## src/rtl/bu2_window_accum.sv

```systemverilog
// Windowed accumulator for a signed sample stream: saturating window sum,
// peak |sample| and a one-cycle result pulse per WIN accepted samples.
module bu2_window_accum #(
  parameter int DATA_W = 8,
  parameter int WIN    = 8,
  parameter int ACC_W  = 12
) (
  input  logic                     clock,
  input  logic                     reset,
  input  logic signed [DATA_W-1:0] in_data,
  input  logic                     in_valid,
  input  logic                     clear,
  output logic signed [ACC_W-1:0]  sum,
  output logic        [DATA_W:0]   peak,
  output logic                     sum_valid,
  output logic                     ovf,
  output logic        [7:0]        count
);

  typedef enum logic {IDLE, ACCUM} state_t;

  localparam logic [7:0]       LAST    = 8'(WIN - 1);
  localparam logic [ACC_W-1:0] ACC_MAX = {1'b0, {(ACC_W-1){1'b1}}};
  localparam logic [ACC_W-1:0] ACC_MIN = {1'b1, {(ACC_W-1){1'b0}}};

  state_t             state_q, state_d;
  logic [ACC_W-1:0]   acc_q, acc_d;
  logic [DATA_W:0]    pk_q, pk_d;
  logic               ovf_q, ovf_d;
  logic [7:0]         count_q, count_d;
  logic [ACC_W-1:0]   sum_q, sum_d;
  logic [DATA_W:0]    peak_q, peak_d;
  logic               ovf_out_q, ovf_out_d;
  logic               valid_q, valid_d;

  logic [ACC_W:0]     wide;
  logic               sat_hit;
  logic [ACC_W-1:0]   acc_sat;
  logic [DATA_W:0]    smp_ext;
  logic [DATA_W:0]    smp_abs;
  logic [DATA_W:0]    pk_new;
  logic               ovf_new;

  // One guard bit above the accumulator exposes signed overflow of the add.
  assign wide    = {acc_q[ACC_W-1], acc_q}
                 + {{(ACC_W+1-DATA_W){in_data[DATA_W-1]}}, in_data};
  assign sat_hit = wide[ACC_W] ^ wide[ACC_W-1];
  assign acc_sat = sat_hit ? (wide[ACC_W] ? ACC_MIN : ACC_MAX) : wide[ACC_W-1:0];

  // Magnitude is formed one bit wider so the most negative sample does not wrap.
  assign smp_ext = {in_data[DATA_W-1], in_data};
  assign smp_abs = smp_ext[DATA_W] ? (~smp_ext + {{DATA_W{1'b0}}, 1'b1}) : smp_ext;
  assign pk_new  = (smp_abs > pk_q) ? smp_abs : pk_q;
  assign ovf_new = ovf_q | sat_hit;

  always_comb begin
    // NOTE: every signal written here gets a default first, so no path leaves
    // one unassigned and no latch is inferred.
    state_d   = state_q;
    acc_d     = acc_q;
    pk_d      = pk_q;
    ovf_d     = ovf_q;
    count_d   = count_q;
    sum_d     = sum_q;
    peak_d    = peak_q;
    ovf_out_d = ovf_out_q;
    valid_d   = 1'b0;

    if (clear) begin
      state_d = IDLE;
      acc_d   = '0;
      pk_d    = '0;
      ovf_d   = 1'b0;
      count_d = '0;
    end else if (in_valid) begin
      if (state_q == ACCUM && count_q == LAST) begin
        sum_d     = acc_sat;
        peak_d    = pk_new;
        ovf_out_d = ovf_new;
        valid_d   = 1'b1;
        state_d   = IDLE;
        acc_d     = '0;
        pk_d      = '0;
        ovf_d     = 1'b0;
        count_d   = '0;
      end else begin
        state_d = ACCUM;
        acc_d   = acc_sat;
        pk_d    = pk_new;
        ovf_d   = ovf_new;
        count_d = count_q + 8'd1;
      end
    end
  end

  // NOTE: state registers use non-blocking assignments so every flop samples
  // the pre-edge values, independent of statement order.
  always_ff @(posedge clock or negedge reset) begin
    if (!reset) begin
      state_q   <= IDLE;
      acc_q     <= '0;
      pk_q      <= '0;
      ovf_q     <= 1'b0;
      count_q   <= '0;
      sum_q     <= '0;
      peak_q    <= '0;
      ovf_out_q <= 1'b0;
      valid_q   <= 1'b0;
    end else begin
      state_q   <= state_d;
      acc_q     <= acc_d;
      pk_q      <= pk_d;
      ovf_q     <= ovf_d;
      count_q   <= count_d;
      sum_q     <= sum_d;
      peak_q    <= peak_d;
      ovf_out_q <= ovf_out_d;
      valid_q   <= valid_d;
    end
  end

  assign sum       = sum_q;
  assign peak      = peak_q;
  assign ovf       = ovf_out_q;
  assign sum_valid = valid_q;
  assign count     = count_q;

endmodule

```

## config.mk

```make
export PLATFORM = sky130hd
export DESIGN_NAME = bu2_window_accum
export DESIGN_NICKNAME = d
export VERILOG_FILES = /design/src/rtl/bu2_window_accum.sv
export SDC_FILE = /design/constraint.sdc
export NUM_CORES = 1
export LEC_CHECK = 0
export ABC_AREA = 1
export CORE_UTILIZATION = 50
export CTS_BUF_LIST = sky130_fd_sc_hd__clkbuf_4 sky130_fd_sc_hd__clkbuf_8
export CTS_CLUSTER_DIAMETER = 60
export DETAILED_ROUTE_END_ITERATION = 10
export PLACE_DENSITY = 0.82
export RECOVER_POWER = 25
export SLEW_MARGIN = 20
export SYNTH_ARGS = -nofsm -noshare
export SYNTH_HDL_FRONTEND = slang
export SYNTH_SLANG_ARGS = --single-unit
export TNS_END_PERCENT = 100
```

## constraint.sdc

```tcl
create_clock -name clock -period 4.5 [get_ports clock]
set_clock_uncertainty 0.05 [all_clocks]
set_input_delay 0.9 -clock clock [delete_from_list [all_inputs] [get_ports clock]]
set_output_delay 0.9 -clock clock [all_outputs]
set_load 0.03 [all_outputs]
```

==> images/wires.png <==
Drawn at 4 px/µm.
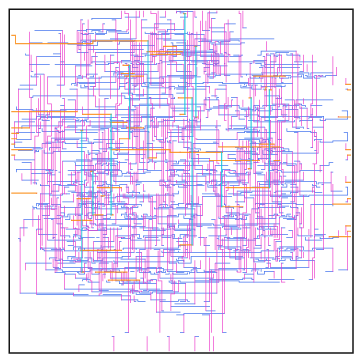
Key: magenta = metal 2 [wire length 4110 µm]; cyan = metal 4 [wire length 254 µm]; blue = metal 1 [wire length 3780 µm]; orange = metal 3 [wire length 282 µm]

==> images/congestion.png <==
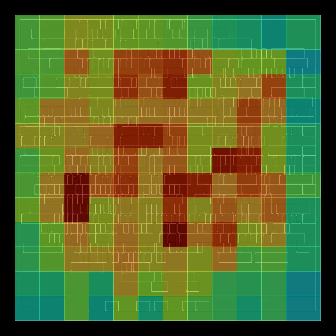
routed len/inst: 14.2 µm
global routing usage on met2: 0.426
met3 Resource Use GR: 0.0366
Overall Global Routing Usage: 0.247

==> images/io_placement.png <==
Drawn at 3 px/µm. Pins as bars across the die edge, other pins in gray.
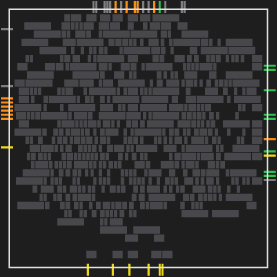
Key: yellow = in_data [pins 8, direction input, edge 6 bottom, 1 right, 1 left]; orange = sum [pins 12, direction output, edge 6 left, 5 top, 1 right]; green = peak [pins 9, direction output, edge 8 right, 1 top]
All pins by edge: 17 top, 11 right, 9 left, 6 bottom.
Chip Width: 85.6 µm
height of the die: 85.6 µm
count of buffers from port buffering: 42

==> cell type report <==
class | instances | share of cell area
Clock buffer | 6 | 0.0204
Clock inverter | 2 | 0.00402
Inverter | 59 | 0.0547
Multi-Input combinational cell | 349 | 0.456
Sequential cell | 54 | 0.334
Tap cell | 80 | 0.0247
Timing Repair Buffer | 45 | 0.107
==> stage by stage <==
step	utilization	hold WS [ns]	cells
6_report	0.599	0.436	595
4_1_cts	0.600	0.442	595
3_3_place_gp	0.585	0.412	587
5_1_grt	0.599	0.452	595
3_5_place_dp	0.585	0.415	587
2_1_floorplan	-	0.399	473
==> sequential cells by signal (all words and copies together), names as in the netlist <==
name,count
acc_q,12
sum,12
peak,9
pk_q,9
count,8
ovf,1
ovf_q,1
state_q,1
sum_valid,1
==> Slide: Implementation Results <==
Flow Results at a Glance

Timing
  – Minimum setup slack in the final design: between 0.6 and 0.7 ns
  – Unrepaired setup endpoints after global routing: false
  – Final sum of negative setup slack: 0 ns
  – Worst-margin pin slew: 2.03 ns
  – Number of slew-limit violations in the final report: 39
  – Period utilization: 0.861
  – Number of endpoints failing setup at the final stage: 0
  – Slew HR: -0.353

Global route
  – Pin count of the biggest net entering global routing: 39
  – Met1 track demand over resource: 0.308
  – Sum of overflow across all layers after global routing: 0
  – Most congested layer reported by global routing: met2
  – Global-route wire length before repair: 14300 µm

Status
  – Outcome: complete, but fails checks
  – Violated checks: capacitance limit, slew limit

Worst setup path
  – Critical path peak fanout: 22
  – Sequence of cells on the critical path: clkdlybuf4s50_1, ha_1, nand2_1, nand2_1, a21oi_1, nand4_1, and2_2, ha_1, nand3_2, nand3_1, nand2_1
  – Sort of element at the start of the critical path: input port
  – Worst Path Class, Setup: in2reg
  – Required time worst endpoint: 4.66 ns
  – Worst setup EP type: flop

Yosys
  – Post-synthesis cell count: 473
  – Most used DFF post-synth: sky130_fd_sc_hd__dfrtp_1
  – Number of enable flip-flop cells: 0
  – Dominant comb cell: simple AND/OR/NAND/NOR gates
  – Most frequent cell after synthesis: sky130_fd_sc_hd__nand2_1
  – Proportion of synthesized chip area in sequential cells: 0.387
  – Synth Net Count: 511
  – Summed standard-cell area reported by yosys: 3490 µm²
  – Post-synthesis instance area: 3490 µm²
  – Mux area share: 0
  – Count of unique library cells instantiated by Yosys: 34

Drt
  – Detail Route met3 WL: 281 µm
  – Highest Signal Layer: met4
  – Vias: 3265
  – Routed Wire Length: 8420 µm
  – Post-route antenna net violation count: 0
  – Routed metal-1 wirelength: 3780 µm

Clocking
  – Clock latency at the later pin of the worst-skew pair: 0.32 ns
  – Number of buffers added by the clock tree synthesis step: 5
  – Clock tree from TritonCTS: yes
  – Cell at the root of the clock tree: sky130_fd_sc_hd__clkbuf_8
  – Number of buffers between clock root and the deepest sink: 2

Floorplanning
  – Total die size: 7320 µm²
  – Standard-cell row count: 30
  – Number of placed I/O pins: 43
  – Starting density of the core: 0.517

Pwr
  – Post-route total power: 1.70 mW
  – Clock group: roughly 300 µW
  – Peak supply drop: 308 µV
  – Power in combinational cells: 827 µW
  – Share of total power in combinational logic: 0.485
  – Top power group: combinational cells
  – Fraction of power spent switching nets: 0.449
  – Cell leakage power: between 2 and 2.5 nW

Final layout
  – Storage element area: 1350 µm²
  – Fill cells: 613
  – Most numerous logic cells after layout: sky130_fd_sc_hd__nand2_1, sky130_fd_sc_hd__nand3_1, sky130_fd_sc_hd__dfrtp_1
  – Share of layout cells above drive strength 1: 0.0641
  – Number of diodes added for antenna fixing: 0
  – Final #Nets: 552
  – Layout Area Growth over Synthesis: 15.9%

Hold path
  – Hold_sp: peak[1]$_DFFE_PN0P_

Placed design
  – Cell area reported after detailed placement: roughly 4000 µm²

Run
  – Max cap viols: 1
No activity file was given, so power comes from the tool's default toggle rates.
